**src/rtl/store_buffer.sv**
```systemverilog
// rtl/store_buffer.sv - write-drain store buffer between MEM stage and data memory
// FIFO of committed stores drained over req/ack, with youngest-match load forwarding.
module store_buffer #(
    parameter int DEPTH = 4,
    parameter int CNT_W = $clog2(DEPTH) + 1
) (
    input  logic             clk,
    input  logic             rst_n,
    input  logic             stop,
    input  logic             in_is_write,
    input  logic [31:0]      in_addr,
    input  logic [31:0]      in_data,
    input  logic [31:0]      rd_addr,
    output logic             rd_hit,
    output logic [31:0]      rd_data,
    output logic             stall,
    output logic             bus_req,
    output logic [31:0]      bus_addr,
    output logic [31:0]      bus_wdata,
    input  logic             bus_ack,
    output logic [CNT_W-1:0] count,
    output logic             empty
);
    localparam int PTR_W = $clog2(DEPTH);

    typedef enum logic {IDLE = 1'b0, REQ = 1'b1} state_t;

    state_t           state_q, state_d;
    logic [29:0]      addr_q [DEPTH];
    logic [31:0]      data_q [DEPTH];
    logic [PTR_W-1:0] wr_ptr_q, rd_ptr_q;
    logic [CNT_W-1:0] count_q, count_d;
    logic             full, push, pop;
    logic             unused_lsbs;

    assign unused_lsbs = ^{in_addr[1:0], rd_addr[1:0]};

    assign full  = (count_q == CNT_W'(DEPTH));
    assign push  = in_is_write & ~stop & ~full;
    assign pop   = bus_req & bus_ack;
    assign stall = in_is_write & full;
    assign count = count_q;
    assign empty = (count_q == '0);

    always_comb begin
        count_d = count_q;
        case ({push, pop})
            2'b10:   count_d = count_q + CNT_W'(1);
            2'b01:   count_d = count_q - CNT_W'(1);
            default: count_d = count_q;
        endcase
    end

    // Entries are cleared on reset so the bus and forwarding outputs start at zero.
    always_ff @(posedge clk or negedge rst_n) begin
        if (!rst_n) begin
            for (int i = 0; i < DEPTH; i++) begin
                addr_q[i] <= '0;
                data_q[i] <= '0;
            end
            wr_ptr_q <= '0;
            rd_ptr_q <= '0;
            count_q  <= '0;
        end else begin
            if (push) begin
                addr_q[wr_ptr_q] <= in_addr[31:2];
                data_q[wr_ptr_q] <= in_data;
                wr_ptr_q         <= wr_ptr_q + PTR_W'(1);
            end
            if (pop) begin
                rd_ptr_q <= rd_ptr_q + PTR_W'(1);
            end
            count_q <= count_d;
        end
    end

    always_ff @(posedge clk or negedge rst_n) begin
        if (!rst_n) begin
            state_q <= IDLE;
        end else begin
            state_q <= state_d;
        end
    end

    // On ack, count_d already equals count-1+push, so it decides back-to-back vs. idle.
    always_comb begin
        state_d = state_q;
        case (state_q)
            IDLE:    if (count_q != '0) state_d = REQ;
            REQ:     if (bus_ack && count_d == '0) state_d = IDLE;
            default: state_d = IDLE;
        endcase
    end

    always_comb begin
        bus_req   = (state_q == REQ);
        bus_addr  = {addr_q[rd_ptr_q], 2'b00};
        bus_wdata = data_q[rd_ptr_q];
    end

    // Walk oldest to youngest so the last match (closest to wr_ptr) wins.
    always_comb begin
        logic [PTR_W-1:0] idx;
        idx     = '0;
        rd_hit  = 1'b0;
        rd_data = '0;
        for (int k = 0; k < DEPTH; k++) begin
            idx = rd_ptr_q + PTR_W'(k);
            if ((CNT_W'(k) < count_q) && (addr_q[idx] == rd_addr[31:2])) begin
                rd_hit  = 1'b1;
                rd_data = data_q[idx];
            end
        end
    end
endmodule

```
**config.mk**
```make
export PLATFORM = sky130hd
export DESIGN_NAME = store_buffer
export DESIGN_NICKNAME = d
export VERILOG_FILES = /design/src/rtl/store_buffer.sv
export SDC_FILE = /design/constraint.sdc
export NUM_CORES = 1
export LEC_CHECK = 0
export CORE_MARGIN = 10
export CORE_UTILIZATION = 40
export DETAILED_ROUTE_END_ITERATION = 10
export PLACE_DENSITY = 0.57
export SYNTH_ARGS = -nofsm -noshare
export SYNTH_HDL_FRONTEND = slang
export SYNTH_SLANG_ARGS = --single-unit
export TNS_END_PERCENT = 30
```
**constraint.sdc**
```tcl
create_clock -name clk -period 6.8 [get_ports clk]
set_clock_uncertainty 0.15 [all_clocks]
set_input_delay 0.68 -clock clk [delete_from_list [all_inputs] [get_ports clk]]
set_output_delay 0.68 -clock clk [all_outputs]
set_load 0.05 [all_outputs]
```
==> run_1/registers.png <==
Drawn at 1.5 px/µm. Other sequential cells in the stronger gray, the rest of the logic in the fainter gray.
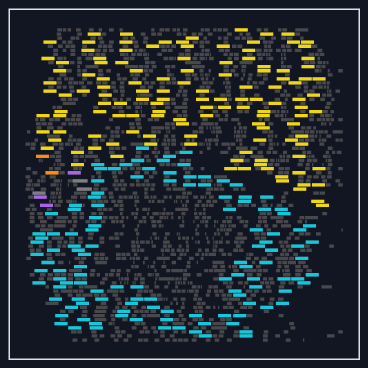
[data_q] yellow | placed flops: 128
[addr_q] cyan | placed flops: 120
[wr_ptr_q] orange | placed flops: 2
[count] purple | placed flops: 3
not colored: 3
total area of sequential cells: 6410 µm²
fraction of standard cell area that is sequential: 30.1%
final core utilization: 48.0%

==> run_1/final_clocks.png <==
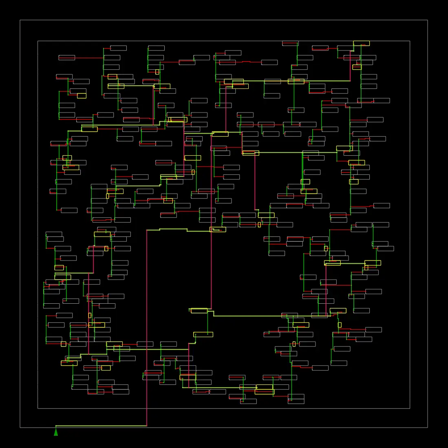
Flops: 256
number of clock sinks seen by CTS: 256

==> reports/qor.log, run 1 <==
INFO  critical_path  setup.worst_path.start=rd_ptr_q[1]
INFO  logic_synthesis synth_flops=256
INFO  outcome        status=complete, no violations
INFO  sta            final.setup.tns=0ps
INFO  global_routing gr-max-usage-layer=met2
INFO  cells_and_area area_growth_syn_to_layout=18.3%
INFO  drt            wirelength_met1=26100µm
INFO  clock_network  h-tree-depth=1
INFO  floorplan      fp.dieArea=53900µm²
INFO  placement      gp_congestion=0.966
INFO  min_path       hold_start=data_q[73]
INFO  sta            report.final.slew_viol_count=0
INFO  drt            drt_first_iter_violations=1016
INFO  logic_synthesis mappedNetlistArea=18000µm²
INFO  critical_path  crit_path_max_fanout=42
INFO  critical_path  timing.critical_path.arrival=5410ps
INFO  drt            ant_nets=0
INFO  drt            route.met2.wl=26400µm
INFO  logic_synthesis leading_post_synthesis_cells_by_cell_area=dfrtp_1, mux2i_1, mux2_2, xnor2_1, o221ai_1
INFO  critical_path  worstSetupStartpointType=flip-flop
INFO  logic_synthesis synth.yosys.chip_area=18000µm²
INFO  critical_path  worst_path_largest_cell_delay=730ps
INFO  min_path       worstHoldPathType=reg -> reg
INFO  logic_synthesis synth_cell_types=83
INFO  clock_network  cts_tree=done
INFO  job            max-cap-violations=0
INFO  drt            top_signal_layer_used=met5
INFO  drt            wl=57600µm
INFO  critical_path  crit_path_frequent_cell=buf_12
INFO  critical_path  crit_path_end_kind=primary output
INFO  global_routing met2_usage=33.2%
INFO  drt            vias=13600
INFO  logic_synthesis dominantRegCellSynth=dfrtp_1
INFO  logic_synthesis synthAdderAreaFrac=0.694%
INFO  cells_and_area post_route_cells_drive_above_1_share=25.9%
INFO  logic_synthesis seq_area_frac_synth=35.5%
INFO  clock_network  clock_path_buffers=3
INFO  sta            finalHoldViolCount=0
INFO  global_routing grt.overflow.total=0
INFO  cells_and_area layout.cells.most_common_list=mux2i_1, mux2_2, dfrtp_1, clkdlybuf4s50_1, xnor2_1
INFO  sta            maxSlewHeadroom=25.7%
INFO  sta            min_period=6240ps
INFO  logic_synthesis synth_xor_xnor_area_share=5.00%
INFO  floorplan      fp.dieW=232µm
==> run_1/met3.png <==
Drawn at 2 px/µm.
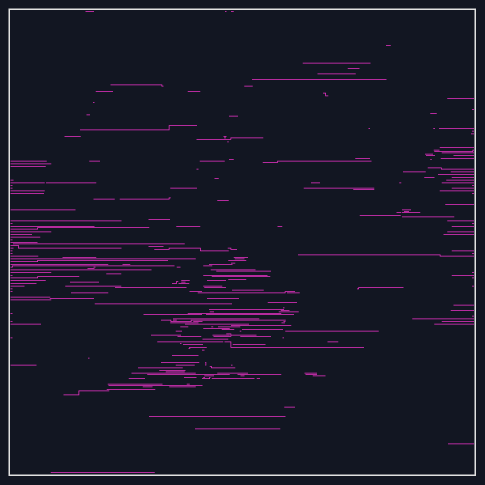
share of all routed wire: 7.1%
main direction: horizontal

run 1: metrics by stage:
stage               instances  hold WS [ps]  setup WS, ps  utilization (%)  area (µm²)
finish                   2330           375           558             48.0       21300
global route             2325           386           313             48.0       21300
CTS                      2324           377           471             48.0       21300
detailed placement       2269           363          1150             45.7       20300
global placement         2269           353          1170             45.7       20300
floorplan                1591           234          1480                -       18000
run 1: layout make-up:
type                            instances  area share (%)
Multi-Input combinational cell       1172            50.9
Antenna cell                            6          0.0704
Clock buffer                           45            4.21
Timing Repair Buffer                  230            10.3
Tap cell                              592            3.47
Clock inverter                          9           0.575
Inverter                               20           0.376
Sequential cell                       256            30.1
run 1: critical path, delay by kind of cell (launching register included):
family	cells	cell delay, ps
compound gates	3	1000
xor+xnor	1	440
buf+inv	3	840
flops	1	730
mux	2	550
simple gates	3	1150
run 1: flip-flops by register name, summed over array words and instances (netlist names):
register / cells
data_q: 128
addr_q: 120
rd_ptr_q: 2
count: 3
bus_req: 1
wr_ptr_q: 2
run 1: what timing repair did:
| item | in CTS | in global routing |
|---|---|---|
| hold endpoints to repair | 50 | 0 |
| hold buffers | 1 | 0 |
| endpoints found under the setup margin | 0 | 0 |
run 1: path summary, 6_finish.rpt:
check                         endpoint  slack [ps]  cells past startpoint
min in group asynchronous   addr_q[67]         510                      2
max reg2reg                  addr_q[6]        3250                      6
max in group asynchronous   data_q[11]        4570                      3
min reg2reg                 data_q[73]         370                      1
max                        rd_data[28]         560                     12
min                         data_q[73]         370                      1
==> run_1/wire_density.png <==
Drawn at 1.5 px/µm. 23 x 23 tiles, from black (low) to pale yellow (high), scaled to the fullest tile. Values are wire area over tile area, all layers added.
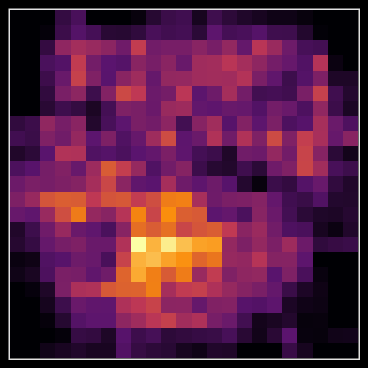

==> run 1 -> run 2 <==
--- a/config.mk
+++ b/config.mk
@@ -7,6 +7,7 @@
 export LEC_CHECK = 0
 export CORE_MARGIN = 10
 export CORE_UTILIZATION = 40
+export CTS_CLUSTER_DIAMETER = 60
 export DETAILED_ROUTE_END_ITERATION = 10
 export PLACE_DENSITY = 0.57
 export SYNTH_ARGS = -nofsm -noshare
==> run_2/wire_density.png <==
Drawn at 1.5 px/µm. 23 x 23 tiles, from black (low) to pale yellow (high), scaled to the fullest tile. Values are wire area over tile area, all layers added.
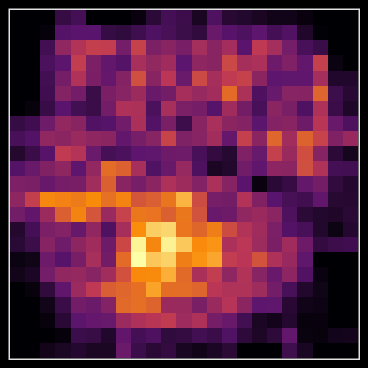
emptiest ninth of the die: bottom right
tiles over half the peak: 16%
mean over tiles: 0.17
fullest tile: 0.58
nearly empty tiles: 11%

==> run_2/met3.png <==
Drawn at 2 px/µm.
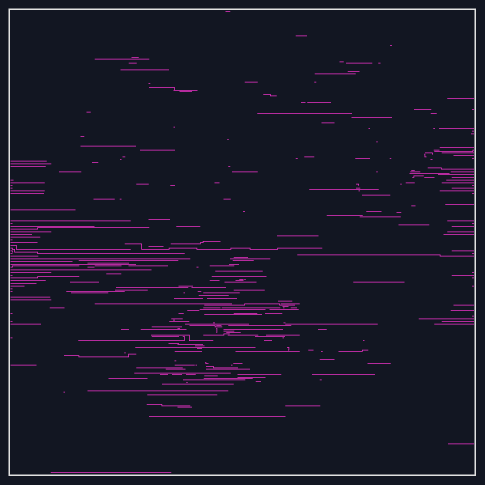
nets with wire on the layer: 204
wire length on this layer: 4190 µm

==> run 2 against run 1 <==
Register-to-register slack is essentially flat. Fmax grew 0.20%. Final cell count grew 0.34%. Critical path type unchanged. Largest cell class unchanged.
==> reports/qor.log, run 2 <==
INFO  outcome        status=complete, no violations
INFO  logic_synthesis synth_flops=256 [unchanged]
INFO  logic_synthesis leading_post_synthesis_cells_by_cell_area=dfrtp_1, mux2i_1, mux2_2, xnor2_1, o221ai_1
INFO  drt            vias=13700 [+0.32%]
INFO  sta            finalHoldViolCount=0 [unchanged]
INFO  critical_path  crit_path_end_kind=primary output
INFO  critical_path  worst_path_largest_cell_delay=890ps [+160 ps]
INFO  placement      post-place-ws=1150ps [unchanged]
INFO  sta            hold_ws=373ps [-2.39 ps]
INFO  logic_synthesis synth_cell_types=83 [unchanged]
INFO  critical_path  timing.critical_path.arrival=5400ps [about the same]
INFO  cells_and_area finalCoreUtilization=48.3% [+0.32 points]
INFO  critical_path  cp_num_cells=11 [-1]
INFO  clock_network  clock_path_buffers=3 [unchanged]
INFO  min_path       worst_hold_path.num_cells=1 [unchanged]
INFO  drt            drt_first_iter_violations=920 [-9.4%]
INFO  critical_path  timing.reg2reg.worst_path_depth=6 [unchanged]
INFO  critical_path  worstSetupStartpointType=flip-flop
INFO  sta            final_critical_path_setup_slack=571ps [+12.5 ps]
INFO  cells_and_area registers.top_by_ff_count=data_q
INFO  clock_network  cts.sinks=256 [unchanged]
INFO  critical_path  setup.worst_path.start=rd_ptr_q[0]
INFO  logic_synthesis seq_area_frac_synth=35.5% [unchanged]
INFO  cells_and_area post-route-cell-area=21500µm² [+0.67%]
INFO  global_routing grt.overflow.total=0 [unchanged]
INFO  drt            ant_nets=0 [unchanged]
INFO  cells_and_area largest_reg_flops=128 [unchanged]
INFO  critical_path  worst_path_dominant_cell_family=simple AND/OR/NAND/NOR gates
INFO  cells_and_area area_growth_syn_to_layout=19.1%
INFO  placement      dpl-instance-area=20300µm² [unchanged]
INFO  placement      placed_cells_incl_taps=2269 [unchanged]
INFO  sta            min_period=6230ps [-12.5 ps]
INFO  cells_and_area finish.cell_count_without_fillers=2338 [+0.34%]
INFO  clock_network  cts_tree=done
INFO  drt            wl=58000µm [+0.58%]
INFO  min_path       hold_start=addr_q[83]
INFO  floorplan      fp.dieArea=53900µm² [unchanged]
INFO  job            max-cap-violations=0 [unchanged]
INFO  critical_path  crit_path_max_fanout=44 [+4.8%]
INFO  logic_synthesis mappedNetlistArea=18000µm² [unchanged]
INFO  sta            final.setup.tns=0ps [unchanged]
INFO  logic_synthesis dominantRegCellSynth=dfrtp_1
INFO  logic_synthesis synth.yosys.chip_area=18000µm² [unchanged]
==> run_2/final_clocks.png <==
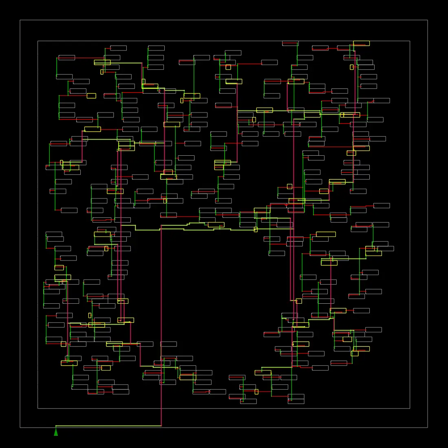
Worst-Skew Late Latency: 540 ps
Num CTS Buffers: 35
clock tree buffer count of the final layout: 50

[run 2: cell counts after synthesis]
No cell type changed its count.
[run 2: worst paths after layout]
| kind | endpoint | slack (ps) |
|---|---|---|
| min in group asynchronous | addr_q[7] | 550 |
| min reg2reg | addr_q[83] | 370 |
| min | addr_q[83] | 370 |
| max | rd_data[5] | 570 |
| max in group asynchronous | data_q[44] | 4530 |
| max reg2reg | addr_q[6] | 3250 |
[run 2: final cells by class]
type	instances	share of cell area (%)
repair buffers	230	10.2
multi-input cells	1172	50.6
diodes	4	0.0466
clock buffers	50	4.86
clock inverters	14	0.577
flip-flops and latches	256	29.9
inverters	20	0.373
well taps	592	3.45
[run 2: timing repair]
action                     4_1_cts  5_1_grt
hold endpoints to repair        13        0
hold buffers                     1        0
setup endpoints to repair        0        0
[run 2: per-layer routing]
layer / global-route usage (%) / up-vias / wire length, µm
li1: - / 6255 / -
met4: 6.96 / 10 / 1480
met1: 28.0 / 6877 / 26100
met3: 5.34 / 114 / 4190
met5: 0 / - / 55
met2: 33.0 / 423 / 26200
[run 2: cell families (layout without fill, tap and decap cells)]
family	Yosys count	in the layout	synth area share (%)
multiplexers	629	629	38.2
flip-flops	256	256	35.5
AND-OR/OR-AND	239	239	10.3
AND/OR/NAND/NOR	190	190	5.64
buffers and inverters	163	314	4.59
XOR/XNOR	102	102	5.00
adder cells (fa/ha/maj)	10	10	0.694
other	1	6	0.0208
